`config.mk`:
```
export PLATFORM = sky130hd
export DESIGN_NAME = pipeline2_xy_packer
export DESIGN_NICKNAME = d
export VERILOG_FILES = /design/src/rtl/pipeline2_xy_packer.sv
export SDC_FILE = /design/constraint.sdc
export NUM_CORES = 1
export LEC_CHECK = 0
export ABC_AREA = 0
export CELL_PAD_IN_SITES_DETAIL_PLACEMENT = 0
export CELL_PAD_IN_SITES_GLOBAL_PLACEMENT = 1
export CORE_ASPECT_RATIO = 1.5
export CORE_MARGIN = 10
export CORE_UTILIZATION = 48
export CTS_CLUSTER_SIZE = 14
export DETAILED_ROUTE_END_ITERATION = 16
export PLACE_DENSITY_LB_ADDON = 0.1
export RECOVER_POWER = 25
export SKIP_LAST_GASP = 1
export SYNTH_ARGS = -nofsm -noshare
export SYNTH_HDL_FRONTEND = slang
export SYNTH_SLANG_ARGS = --single-unit
```
`constraint.sdc`:
```
create_clock -name clk -period 6.8 [get_ports clk]
set_clock_uncertainty 0.05 [all_clocks]
set_input_delay 1.7 -clock clk [delete_from_list [all_inputs] [get_ports clk]]
set_output_delay 1.7 -clock clk [all_outputs]
set_load 0.01 [all_outputs]
```
`src/rtl/pipeline2_xy_packer.sv`:
```
// Captures pipeline2 X/Y results aligned to their issue, packs pairs into words,
// and queues the words in a ready/valid FIFO with saturating ones counters.
module pipeline2_xy_packer #(
    parameter int unsigned LATENCY    = 3,
    parameter int unsigned WORD_PAIRS = 4,
    parameter int unsigned DEPTH      = 4,
    parameter int unsigned CNT_W      = 16
) (
    input  logic                        clk,
    input  logic                        rst_n,
    input  logic                        issue_valid,
    input  logic                        x_in,
    input  logic                        y_in,
    input  logic                        flush,
    output logic                        out_valid,
    input  logic                        out_ready,
    output logic [2*WORD_PAIRS-1:0]     out_data,
    output logic [$clog2(DEPTH):0]      fifo_level,
    output logic [CNT_W-1:0]            x_count,
    output logic [CNT_W-1:0]            y_count,
    output logic                        overflow
);

    localparam int unsigned WORD_W = 2 * WORD_PAIRS;
    localparam int unsigned PTR_W  = $clog2(DEPTH);
    localparam int unsigned LVL_W  = PTR_W + 1;
    localparam int unsigned IDX_W  = (WORD_PAIRS > 1) ? $clog2(WORD_PAIRS) : 1;

    logic [LATENCY-1:0] dly_q, dly_d;
    logic [IDX_W-1:0]   pair_idx_q, pair_idx_d;
    logic [WORD_W-1:0]  partial_q, partial_d;
    logic [PTR_W-1:0]   wr_ptr_q, wr_ptr_d, rd_ptr_q, rd_ptr_d;
    logic [LVL_W-1:0]   level_d;
    logic [CNT_W-1:0]   x_count_d, y_count_d;
    logic               overflow_d;
    logic [WORD_W-1:0]  mem [DEPTH];

    logic               cap_c;
    logic               last_c;
    logic               push_c;
    logic               pop_c;
    logic               full_c;
    logic               wr_en_c;
    logic [WORD_W-1:0]  word_c;

    assign cap_c  = dly_q[LATENCY-1];
    assign last_c = (pair_idx_q == IDX_W'(WORD_PAIRS - 1));
    assign push_c = cap_c && last_c;
    assign pop_c  = (fifo_level != '0) && out_ready;
    assign full_c = (fifo_level == LVL_W'(DEPTH));

    // Head word straight from storage; empty reads as zero
    assign out_data = out_valid ? mem[rd_ptr_q] : '0;

    // Partial word with the current X/Y pair dropped into its slot
    always_comb begin
        word_c = partial_q;
        for (int unsigned i = 0; i < WORD_PAIRS; i++) begin
            if (pair_idx_q == IDX_W'(i)) begin
                word_c[2*i +: 2] = {x_in, y_in};
            end
        end
    end

    // Next-state for delay line, packer, counters and FIFO bookkeeping
    always_comb begin
        dly_d      = '0;
        pair_idx_d = pair_idx_q;
        partial_d  = partial_q;
        wr_ptr_d   = wr_ptr_q;
        rd_ptr_d   = rd_ptr_q;
        level_d    = fifo_level;
        x_count_d  = x_count;
        y_count_d  = y_count;
        overflow_d = overflow;
        wr_en_c    = 1'b0;

        if (flush) begin
            pair_idx_d = '0;
            partial_d  = '0;
            wr_ptr_d   = '0;
            rd_ptr_d   = '0;
            level_d    = '0;
            x_count_d  = '0;
            y_count_d  = '0;
            overflow_d = 1'b0;
        end else begin
            dly_d[0] = issue_valid;
            for (int unsigned i = 1; i < LATENCY; i++) begin
                dly_d[i] = dly_q[i-1];
            end

            if (cap_c) begin
                if (x_in && (x_count != '1)) x_count_d = x_count + CNT_W'(1);
                if (y_in && (y_count != '1)) y_count_d = y_count + CNT_W'(1);
                if (last_c) begin
                    pair_idx_d = '0;
                    partial_d  = '0;
                end else begin
                    pair_idx_d = pair_idx_q + IDX_W'(1);
                    partial_d  = word_c;
                end
            end

            // A pop on the same edge frees the slot a full FIFO needs
            wr_en_c = push_c && (!full_c || pop_c);
            if (push_c && full_c && !pop_c) overflow_d = 1'b1;
            if (wr_en_c) wr_ptr_d = wr_ptr_q + PTR_W'(1);
            if (pop_c)   rd_ptr_d = rd_ptr_q + PTR_W'(1);

            case ({wr_en_c, pop_c})
                2'b10:   level_d = fifo_level + LVL_W'(1);
                2'b01:   level_d = fifo_level - LVL_W'(1);
                default: level_d = fifo_level;
            endcase
        end
    end

    always_ff @(posedge clk or negedge rst_n) begin
        if (!rst_n) begin
            dly_q      <= '0;
            pair_idx_q <= '0;
            partial_q  <= '0;
            wr_ptr_q   <= '0;
            rd_ptr_q   <= '0;
            fifo_level <= '0;
            out_valid  <= 1'b0;
            x_count    <= '0;
            y_count    <= '0;
            overflow   <= 1'b0;
        end else begin
            dly_q      <= dly_d;
            pair_idx_q <= pair_idx_d;
            partial_q  <= partial_d;
            wr_ptr_q   <= wr_ptr_d;
            rd_ptr_q   <= rd_ptr_d;
            fifo_level <= level_d;
            out_valid  <= (level_d != '0);
            x_count    <= x_count_d;
            y_count    <= y_count_d;
            overflow   <= overflow_d;
        end
    end

    // Storage needs no reset: level and out_valid gate every read
    always_ff @(posedge clk) begin
        if (wr_en_c) begin
            mem[wr_ptr_q] <= word_c;
        end
    end

endmodule

```
**Local utilization**

10 x 14 tiles, from white (low) to dark blue (high), 0 to 100% covered.
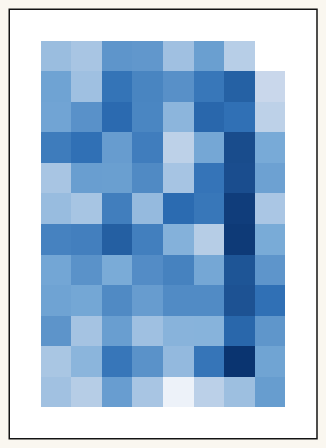
nearly empty tiles	32%
mean over tiles	38%
fullest tile	98%
Layout Utilization: 59.1%
core area: 8880 µm²
floorplan utilization: 49.2%

**Layout detail**

Window x 63 to 83, y 93 to 113 µm. Cells in grey, sequential cells in the stronger grey; small squares are vias.
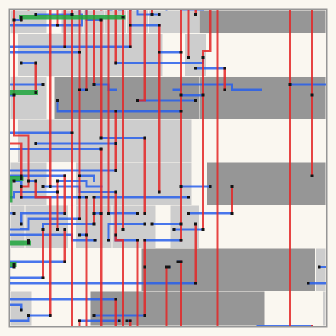
colour	layer
red	met2
blue	met1
green	met3
sequential cells in the window	6
netlist names of flops here include	mem (2), rd_ptr_q (2)
most frequent	dfrtp_1 (4), nor2_1 (3), edfxtp_1 (2)
cells with their middle in the window	22

**Pin map**

The bar under the picture is 20 µm long. Pins as bars across the die edge, other pins in grey.
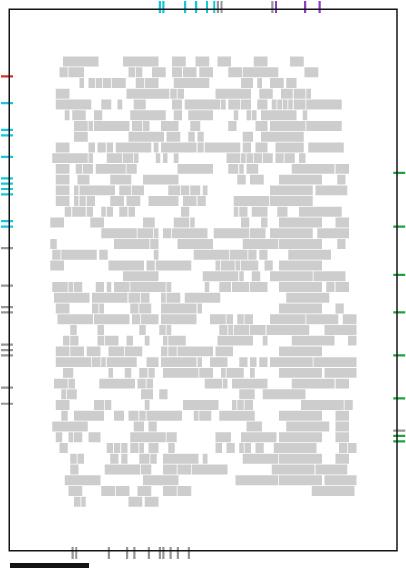
colour	port	pins	direction	edge
red	clk	1	input	west
green	out_data	8	output	east
cyan	y_count	16	output	10 west, 6 north
purple	fifo_level	3	output	north
all pins by edge	20 west, 12 north, 11 south, 9 east

**Sizing map**

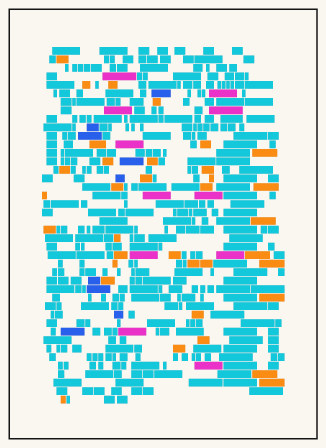
colour	size	cells	share
orange	drive 2	35	8.3%
blue	drive 3 to 4	9	2.1%
magenta	drive 6 and up	11	2.6%
cyan	drive 1 or less	368	87%
Area Overhead vs Synth: 20.2%
final instance area: 5250 µm²

**Placed standard cells**

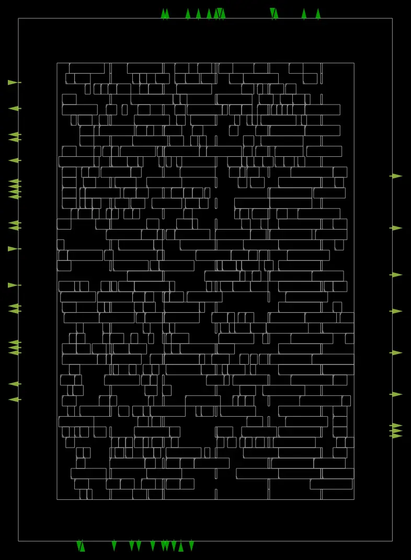
sequential portion of the cell area: 44.1%
seq_cells: 86
fill cell count: 743
Finished Layout Cells: 533

==> ci_impl_report.md <==
### Yosys + OpenROAD results

| Metric | Value |
|---|---|
| # IOs | `52` |
| Largest net degree at the start of global routing | `55` |
| Leak | `2.03 nW` |
| Hold Buf Count CTS | `0` |
| Largest Pwr Group | `sequential cells` |
| Finish-stage setup viols | `0` |
| Slew @ Worst Pin | `3.02 ns` |
| Comb. pwr | `0.0287 mW` |
| Syn avg cell area | `11.7 µm²` |
| Syn. warnings | `0` |
| Synth cell types | `57` |
| Drc violations | `0` |
| Post-Syn Instances | `374` |
| Synth top cell by count | `dfrtp_1` |
| Buf/Inv on CP | `2` |
| Power in the clock group | `0.521 mW` |
| Site Rows | `42` |
| Tool warnings | `32` |
| Die height | `137 µm` |
| Antenna viol nets, final | `0` |
| Worst path depth | `2` |
| Most common reg cell | `dfrtp_1` |
| Chip Width | `97.9 µm` |
| HPWL Detailed | `6.56 mm` |
| Logic gate share of total power | `2.6%` |
| Worst path top cell family by delay | `buffers and inverters` |
| Clock transition at path regs | `0.06 ns` |
| Sequential power | `0.540 mW` |
| Post CTS Setup Buffer Count | `0` |
| Initial antenna violation count | `0` |
| GR Overflow Total | `0` |
| Max VDD drop | `0.000157 V` |
| Diode count | `0` |
| Int Power | `0.868 mW` |
| Vias in the first global route | `3,228` |
| Crit Path Category | `in2async` |
| FFs w/ async S/R, synth | `62.8%` |
| Cell type with the largest total area | `dfrtp_1` |
| HP Class | `reg2reg` |
| Syn Nets | `392` |
| Crit Path Max Fanout | `54` |
| Die area | `13,400 µm²` |
| P_sw | `0.222 mW` |
| CTS Buffer Depth | `2` |
| Chip area line of the yosys report | `4370 µm²` |
| Post-synth EDFFs | `32` |
| Total wire length | `9.66 mm` |
| Routed vias/inst | `5.87` |
| Max stage delay on crit path | `2.12 ns` |
| Global-route wire length before repair | `16.3 mm` |
| Hold Vio Cnt, Final | `0` |
| Share of cells above drive strength 1 | `13.0%` |
| Clock share of power | `47.8%` |
| Gr usage total | `14.8%` |
| Sequential share of the synthesized area | `53.0%` |
| Slowest CP cell | `clkbuf_1` |
| Via count | `3,128` |
| Sequential Area | `2310 µm²` |
| Slew headroom | `-101%` |
| Worst-path cell chain | `buf_2 > clkbuf_1` |
| Sinks on Clock Net | `86` |
| Final worst path period need | `4.21 ns` |
| Cycle use final | `61.9%` |
| TNS Setup | `0 ns` |
| Max-area cell share | `30.9%` |
| Synth flops | `86` |
| Latency at later pin | `0.34 ns` |
| Largest cells by area | `dfrtp_1, edfxtp_1, mux4_2` |
| Seq pwr share | `49.6%` |
| Hold Path Depth | `1` |
| Synth cell count leaders | `dfrtp_1, edfxtp_1, nor2_1, a21oi_1, nand2_1` |
| PD cells | `208 nW/µm²` |
| Critical path required time | `6.52 ns` |
| H-tree Lvls | `3` |
| Pins over their slew limit | `55` |
| Sw frac | `20.4%` |
| Per-cell routed wire length | `18.1 µm` |
| RSZ-0062 raised after global routing | `no` |
| Placed cells | `517` |
| Top cells excl fill/tap | `dfrtp_1, clkdlybuf4s50_1, edfxtp_1, nor2_1, a21oi_1` |
| Startpoint types | `primary input` |
| Nets@finish | `436` |
| Max frequency | `238 MHz` |
| Yosys Instances | `374` |
| CTS tree | `built` |
| Crit end category | `async pin` |
| Total of max-cap violations | `1` |
| Synthesized area | `4370 µm²` |
| Commonest Layout Cell | `dfrtp_1` |
| Total CTS buffers | `9` |
| Worst EP arrival | `3.93 ns` |
| GPL Wtd Cong | `0.806` |
| Violated checks | `capacitance limit, slew limit` |
| Gate Area | `1930 µm²` |
| Outcome | `finished with violations` |
| Placed cell area | `4930 µm²` |
| Worst Reg-to-Reg Cells | `7` |
## per-stage QoR
stage / worst slack, ns / hold WS [ns] / total power [mW]
floorplan: 3.56 / 0.389 / 0.563
global placement: 2.66 / 0.395 / 0.579
detailed placement: 2.58 / 0.397 / 0.580
CTS: 2.73 / 0.411 / 1.10
global route: 2.04 / 0.435 / 1.13
finish: 2.59 / 0.409 / 1.09
## area by class of cell
cell class	instances	share of cell area (%)
Clock buffer	10	4.36
Clock inverter	6	1.67
Inverter	12	0.858
Multi-Input combinational cell	257	36.8
Sequential cell	86	44.1
Tap cell	110	2.62
Timing Repair Buffer	52	9.61
## registers in the layout, summed over array words and instances, names as in the netlist
signal / cells
fifo_level: 3
pair_idx_q: 2
x_count: 16
rd_ptr_q: 2
y_count: 16
out_valid: 1
partial_q: 8
wr_ptr_q: 2
dly_q: 3
mem: 32
overflow: 1
## metal layers
layer | track usage [%] | share of wire [%]
met1 | 16.6 | 41
met2 | 25.6 | 52
met3 | 5.55 | 5.7
met4 | 4.38 | 0.95
met5 | 0 | 0
## final timing paths
| path | from | to | slack (ns) |
|---|---|---|---|
| hold / removal | dly_q[1] | dly_q[2] | 0.41 |
| max in group clk | rd_ptr_q[0] | out_data[0] | 2.80 |
| min in group asynchronous | rst_n | x_count[6] | 2.39 |
| setup reg to reg | dly_q[2] | out_valid | 4.03 |
| hold reg to reg | dly_q[1] | dly_q[2] | 0.41 |
| setup / recovery | rst_n | y_count[6] | 2.59 |
## kinds of logic (layout without fill, tap and decap cells)
group                      Yosys count  count (layout)  share of synthesized area [%]
DFF                                 86              86                           53.0
AOI/OAI and AO/OA                   71              71                           10.7
muxes                               26              26                           8.62
buffers and inverters               31              80                           2.81
xor gates and xnor gates             5               5                           1.00
and+or+nand+nor                    144             144                           20.5
adders and majority gates           11              11                           3.32
Power is estimated from default activity; no workload was simulated.
